Fig. 1: routed metal, one color a layer
Scale: 3 px per um. Only two layers are drawn.
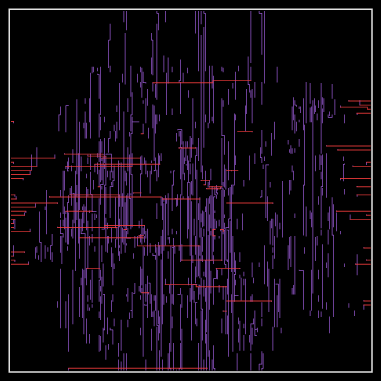
Fig. 2: close-up of the layout
Region (45, 45) to (75, 75) um. Cells in gray, sequential cells in the stronger gray; small squares are vias.
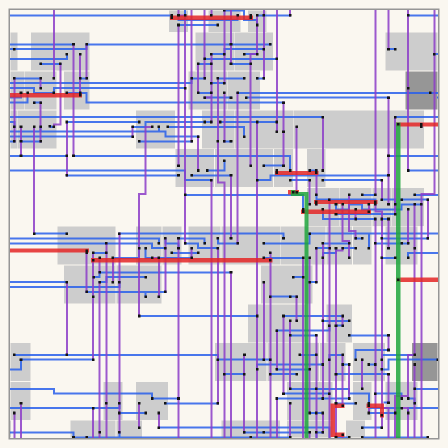
Fig. 3: gate-type map
Scale: 3 px per um.
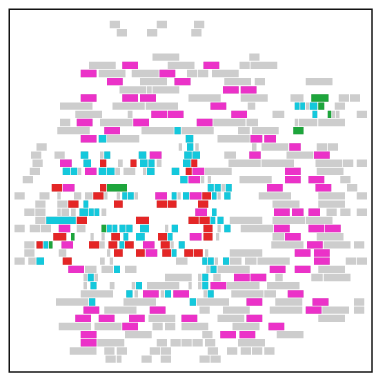
**src/rtl/ext_pkg.sv**
```systemverilog
// Shared definitions for the extend-and-align stage: mode encoding, default widths
// and the alignment-check helper.
package ext_pkg;

  localparam int EXT_DATA_W = 32;
  localparam int EXT_IMM_W  = 16;

  typedef enum logic [2:0] {
    EXT_SEXT_IMM = 3'b000,
    EXT_ZEXT_IMM = 3'b001,
    EXT_LB       = 3'b010,
    EXT_LBU      = 3'b011,
    EXT_LH       = 3'b100,
    EXT_LHU      = 3'b101,
    EXT_LW       = 3'b110,
    EXT_LUI      = 3'b111
  } ext_mode_e;

  // Only the two low offset bits matter: halfwords need off[0]=0, words off[1:0]=0.
  function automatic logic is_misaligned(input ext_mode_e mode, input logic [1:0] off);
    logic mis;
    mis = 1'b0;
    case (mode)
      EXT_LH, EXT_LHU: mis = off[0];
      EXT_LW:          mis = (off != 2'b00);
      default:         mis = 1'b0;
    endcase
    return mis;
  endfunction

endpackage

```
**src/rtl/ext_align_core.sv**
```systemverilog
// Combinational lane select, sign/zero extension and error generation.
// Optional feature: EXT_LUI_EN enables mode 111 (upper-immediate formation).
module ext_align_core
  import ext_pkg::*;
#(
  parameter int DATA_W = EXT_DATA_W,
  parameter int IMM_W  = EXT_IMM_W,
  parameter int OFF_W  = $clog2(DATA_W/8)
) (
  input  logic [2:0]        mode_i,
  input  logic [OFF_W-1:0]  off_i,
  input  logic [DATA_W-1:0] data_i,
  output logic [DATA_W-1:0] data_o,
  output logic              err_o
);

  ext_mode_e                mode;
  logic [7:0]               byte_v;
  logic [15:0]              half_v;
  logic signed [7:0]        byte_s;
  logic signed [15:0]       half_s;
  logic signed [31:0]       word_s;
  logic signed [IMM_W-1:0]  imm_s;
  logic [DATA_W-1:0]        res;
  logic                     illegal;

  assign mode = ext_mode_e'(mode_i);

  always_comb begin
    byte_v = '0;
    half_v = '0;
    for (int i = 0; i < DATA_W/8; i++) begin
      if (off_i == i[OFF_W-1:0]) byte_v = data_i[8*i +: 8];
    end
    // Halfword lanes are selected by off[OFF_W-1:1]; an odd offset is flagged as an error.
    for (int i = 0; i < DATA_W/16; i++) begin
      if (off_i[OFF_W-1:1] == i[OFF_W-2:0]) half_v = data_i[16*i +: 16];
    end
  end

  assign byte_s = byte_v;
  assign half_s = half_v;
  assign word_s = data_i[31:0];
  assign imm_s  = data_i[IMM_W-1:0];

  always_comb begin
    res     = '0;
    illegal = 1'b0;
    case (mode)
      EXT_SEXT_IMM: res = DATA_W'(imm_s);
      EXT_ZEXT_IMM: res = DATA_W'(data_i[IMM_W-1:0]);
      EXT_LB:       res = DATA_W'(byte_s);
      EXT_LBU:      res = DATA_W'(byte_v);
      EXT_LH:       res = DATA_W'(half_s);
      EXT_LHU:      res = DATA_W'(half_v);
      EXT_LW:       res = DATA_W'(word_s);
`ifdef EXT_LUI_EN
      EXT_LUI:      res = {data_i[IMM_W-1:0], {(DATA_W-IMM_W){1'b0}}};
`endif
      default:      illegal = 1'b1;
    endcase
  end

  assign err_o  = illegal | is_misaligned(mode, off_i[1:0]);
  assign data_o = err_o ? '0 : res;

endmodule

```
**src/rtl/ext_align_unit.sv**
```systemverilog
// Registered extend-and-align stage with valid/ready handshakes and a two-entry
// (output + skid) buffer. Optional feature: EXT_LUI_EN (see ext_align_core).
module ext_align_unit
  import ext_pkg::*;
#(
  parameter int DATA_W = EXT_DATA_W,
  parameter int IMM_W  = EXT_IMM_W,
  parameter int OFF_W  = $clog2(DATA_W/8)   // derived, leave at default
) (
  input  logic              clk,
  input  logic              rst_n,
  input  logic              in_valid,
  output logic              in_ready,
  input  logic [2:0]        in_mode,
  input  logic [OFF_W-1:0]  in_off,
  input  logic [DATA_W-1:0] in_data,
  output logic              out_valid,
  input  logic              out_ready,
  output logic [DATA_W-1:0] out_data,
  output logic              out_err
);

  logic [DATA_W-1:0] res_data;
  logic              res_err;

  logic              or_valid_q, or_valid_d;
  logic [DATA_W-1:0] or_data_q,  or_data_d;
  logic              or_err_q,   or_err_d;
  logic              sr_valid_q, sr_valid_d;
  logic [DATA_W-1:0] sr_data_q,  sr_data_d;
  logic              sr_err_q,   sr_err_d;

  logic accept;
  logic drain;

  ext_align_core #(
    .DATA_W (DATA_W),
    .IMM_W  (IMM_W),
    .OFF_W  (OFF_W)
  ) u_core (
    .mode_i (in_mode),
    .off_i  (in_off),
    .data_i (in_data),
    .data_o (res_data),
    .err_o  (res_err)
  );

  // Registered ready: never depends combinationally on out_ready.
  assign in_ready = !sr_valid_q;
  assign accept   = in_valid && in_ready;
  assign drain    = or_valid_q && out_ready;

  always_comb begin
    or_valid_d = or_valid_q;
    or_data_d  = or_data_q;
    or_err_d   = or_err_q;
    sr_valid_d = sr_valid_q;
    sr_data_d  = sr_data_q;
    sr_err_d   = sr_err_q;
    if (drain) begin
      // accept cannot coincide with a full SR, so a refill from SR loses nothing
      if (sr_valid_q) begin
        or_data_d  = sr_data_q;
        or_err_d   = sr_err_q;
        sr_valid_d = 1'b0;
      end else if (accept) begin
        or_data_d  = res_data;
        or_err_d   = res_err;
      end else begin
        or_valid_d = 1'b0;
      end
    end else if (accept) begin
      if (!or_valid_q) begin
        or_valid_d = 1'b1;
        or_data_d  = res_data;
        or_err_d   = res_err;
      end else begin
        sr_valid_d = 1'b1;
        sr_data_d  = res_data;
        sr_err_d   = res_err;
      end
    end
  end

  always_ff @(posedge clk or negedge rst_n) begin
    if (!rst_n) begin
      or_valid_q <= 1'b0;
      or_data_q  <= '0;
      or_err_q   <= 1'b0;
      sr_valid_q <= 1'b0;
    end else begin
      or_valid_q <= or_valid_d;
      or_data_q  <= or_data_d;
      or_err_q   <= or_err_d;
      sr_valid_q <= sr_valid_d;
    end
  end

  // Skid payload is only meaningful while sr_valid_q is set, so it carries no reset.
  always_ff @(posedge clk) begin
    sr_data_q <= sr_data_d;
    sr_err_q  <= sr_err_d;
  end

  assign out_valid = or_valid_q;
  assign out_data  = or_data_q;
  assign out_err   = or_err_q;

endmodule

```
**config.mk**
```make
export PLATFORM = sky130hd
export DESIGN_NAME = ext_align_unit
export DESIGN_NICKNAME = d
export VERILOG_FILES = /design/src/rtl/ext_pkg.sv /design/src/rtl/ext_align_core.sv /design/src/rtl/ext_align_unit.sv
export SDC_FILE = /design/constraint.sdc
export NUM_CORES = 1
export LEC_CHECK = 0
export ABC_AREA = 0
export CORE_UTILIZATION = 30
export CTS_BUF_LIST = sky130_fd_sc_hd__clkbuf_4 sky130_fd_sc_hd__clkbuf_8 sky130_fd_sc_hd__clkbuf_16
export DETAILED_ROUTE_END_ITERATION = 7
export GPL_TIMING_DRIVEN = 0
export HOLD_SLACK_MARGIN = 0.02
export PLACE_DENSITY = 0.52
export SYNTH_ARGS = -nofsm -noshare
export SYNTH_HDL_FRONTEND = slang
export SYNTH_HIERARCHICAL = 1
export SYNTH_SLANG_ARGS = --single-unit
```
**constraint.sdc**
```tcl
create_clock -name clk -period 10.2 [get_ports clk]
set_input_delay 1.53 -clock clk [delete_from_list [all_inputs] [get_ports clk]]
set_output_delay 1.53 -clock clk [all_outputs]
set_load 0.01 [all_outputs]
```
==> ci_impl_report.md <==
## Synthesis and layout report

| Metric | Value |
|---|---|
| Result of the run | finished, final reports clean |
| Die width | 120 um |
| Post-route DRC | 0 |
| Initial antenna violation count | 0 |
| WP buf/inv | 2 |
| CTS root buffer | clkbuf_16 |
| CTS tree | built |
| CP max-delay cell | o21ai_1 |
| Top_reg_cell synth | dfrtp_1 |
| Clkbuf count | 10 |
| Top-area cell share | 0.235 |
| Tot GR Track Use | 0.158 |
| Dpl cell area | 5200 um^2 |
| Mapped cell area | 4210 um^2 |
| Number of vias per cell | 5.10 |
| Crit-path max FO | 10 |
| Avg WL per Cell | 18.0 um |
| Worst Hold Class | reg2reg |
| Switch Pwr | 0.000346 W |
| Largest net degree at the start of global routing | 36 |
| FF+latch count, synth | 68 |
| Cell repeated most along the worst path | mux2_4 |
| WL final | 10,700 um |
| First-pass GRT wire length | 17,300 um |
| Max Cap Violations | 0 |
| Most common logic cells in the final layout | clkdlybuf4s50_1, mux2_4, dfrtp_1 |
| Clk pwr | 0.000275 W |
| Non-clock buffers | 105 |
| Tool Warnings | 26 |
| Seq. pwr | 0.000420 W |
| Pre-CTS setup slack | 6250 ps |
| Clock Power Share | 0.229 |
| ANT cells | 0 |
| Placed Cells | 580 |
| Top pwr grp | combinational cells |
| Sequential power share | 0.350 |
| Crit path time final | 3620 ps |
| Die height | 120 um |
| Top cells by area | edfxtp_1, mux2_4, dfrtp_1 |
| RSZ-0062 raised after global routing | no |
| CP Launch Type | primary input |
| Pleak | 2.29 nW |
| Routed Antenna Nets | 0 |
| Reg-to-reg slack, setup | 8200 ps |
| Router iterations before antenna repair | 4 |
| Final TNS setup | 0 ps |
| Grt peak-use layer | met2 |
| Met2 WL post-DR | 4780 um |
| Yosys cell count | 327 |
| Non-clk invs | 2 |
| Final core utilization | 0.406 |
| Synth mux share | 0.268 |
| Hold Path Stages | 1 |
| Fmax | 0.276 GHz |
| Syn_nets | 369 |
| TritonCTS buffer count | 9 |
| Area leader, netlist | edfxtp_1 |
| Resized cells post-CTS | 0 |
| Setup crit start | in_off[1] |
| Fin area | 5470 um^2 |
| Ys async rst share | 0.515 |
| 1st-iter DRT viols | 154 |
| WS Path Type | in2reg |
| Rows | 42 |
| Yosys chip area | 4210 um^2 |
| WP data arrival | 3840 ps |
| Port bufs | 74 |
| Critical path endpoint | out_data[23] |
| Logic area | 2130 um^2 |
| Complex Gates by Area | 0.115 |
| Fa+ha+maj area frac | 0.00297 |
| CP cell instances | clkdlybuf4s50_1, and3_1, o21ai_1, buf_2, a31oi_1, mux2_4, mux2_4 |
| Total core area | 13,500 um^2 |
| Post-Syn Instances | 327 |
| Clock-cell share | 0.0481 |
| Top-Level Pins | 76 |
| Worst skew pair latency | 330 ps |
| Worst-case reg-to-reg path depth | 6 |
| Skew final | 5.09 ps |
| Hold EP | out_data[4] |
| Logic share of the area | 0.390 |
| Chip area | 14,500 um^2 |
| GR Util met2 | 0.236 |
| Data buffer area share | 0.179 |
| Register area share after synthesis | 0.444 |
| CTS max path bufs | 2 |
| M3 GR Usage | 0.0377 |
| Number of synthesis warnings | 6 |
| Fp_density | 0.313 |
| Combinational power share | 0.420 |
| Detailed Place HPWL | 8010 um |
| Endpoints failing hold | 0 |
| Layout fillers | 1,309 |
| Crit Reg-Reg Startpoint | sr_valid_q |
| Met3 routed WL | 626 um |
| Worst Slack Setup Final | 6580 ps |
| Clk slew on worst S/H paths | 60 ps |
| CTS H-tree lvls | 3 |
| R2r endpoint | out_data[1] |
| Top Metal Used | met4 |
| Cell Type Count | 35 |
| HP Start | out_data[4] |
| Nets | 457 |
| Ratio of cells with drive above 1 in the final layout | 0.329 |
| CP delay by family, top | buffers and inverters |
| Endpoint type of the worst setup path | flop |
| Biggest Area Class | logic gates |
| WP data required | 10,420 ps |
| Total number of vias | 3,036 |
| WP depth | 7 |
| Area fraction in xor and xnor cells | 0 |
| N_taps | 176 |
| Relative slew slack | 0.464 |
| Number of enable flip-flop cells | 33 |
| Sw frac | 0.289 |
| Int Pwr | 0.000854 W |
| #MultiIn Comb | 229 |
| Final setup viols | 0 |
| Commonest cells in the netlist | mux2_4, dfrtp_1, edfxtp_1, nand2_1, a31oi_1 |
Notes on Fig. 1 above:
legend:
  M3:
    color: red
    wire_length: 627 um
  M2:
    color: purple
    wire_length: 4,780 um

Notes on Fig. 2 above:
legend:
  M2:
    color: purple
  M4:
    color: green
  M3:
    color: red
  M1:
    color: blue
cells with their middle in the window: 47
most frequent: a31oi_1 (10), nand2_1 (9), mux2_2 (6)
sequential cells in the window: 0

Notes on Fig. 3 above:
legend:
  mux cells:
    color: magenta
    cells: 80
    where: spread over the die
  nor cells:
    color: green
    cells: 8
  and/or cells:
    color: red
    cells: 33
  aoi and oai cells:
    color: cyan
    cells: 71
Layout Cells excl Fill: 595
most used logic cell in the final layout: clkdlybuf4s50_1

Power and IR drop assume default switching activity.
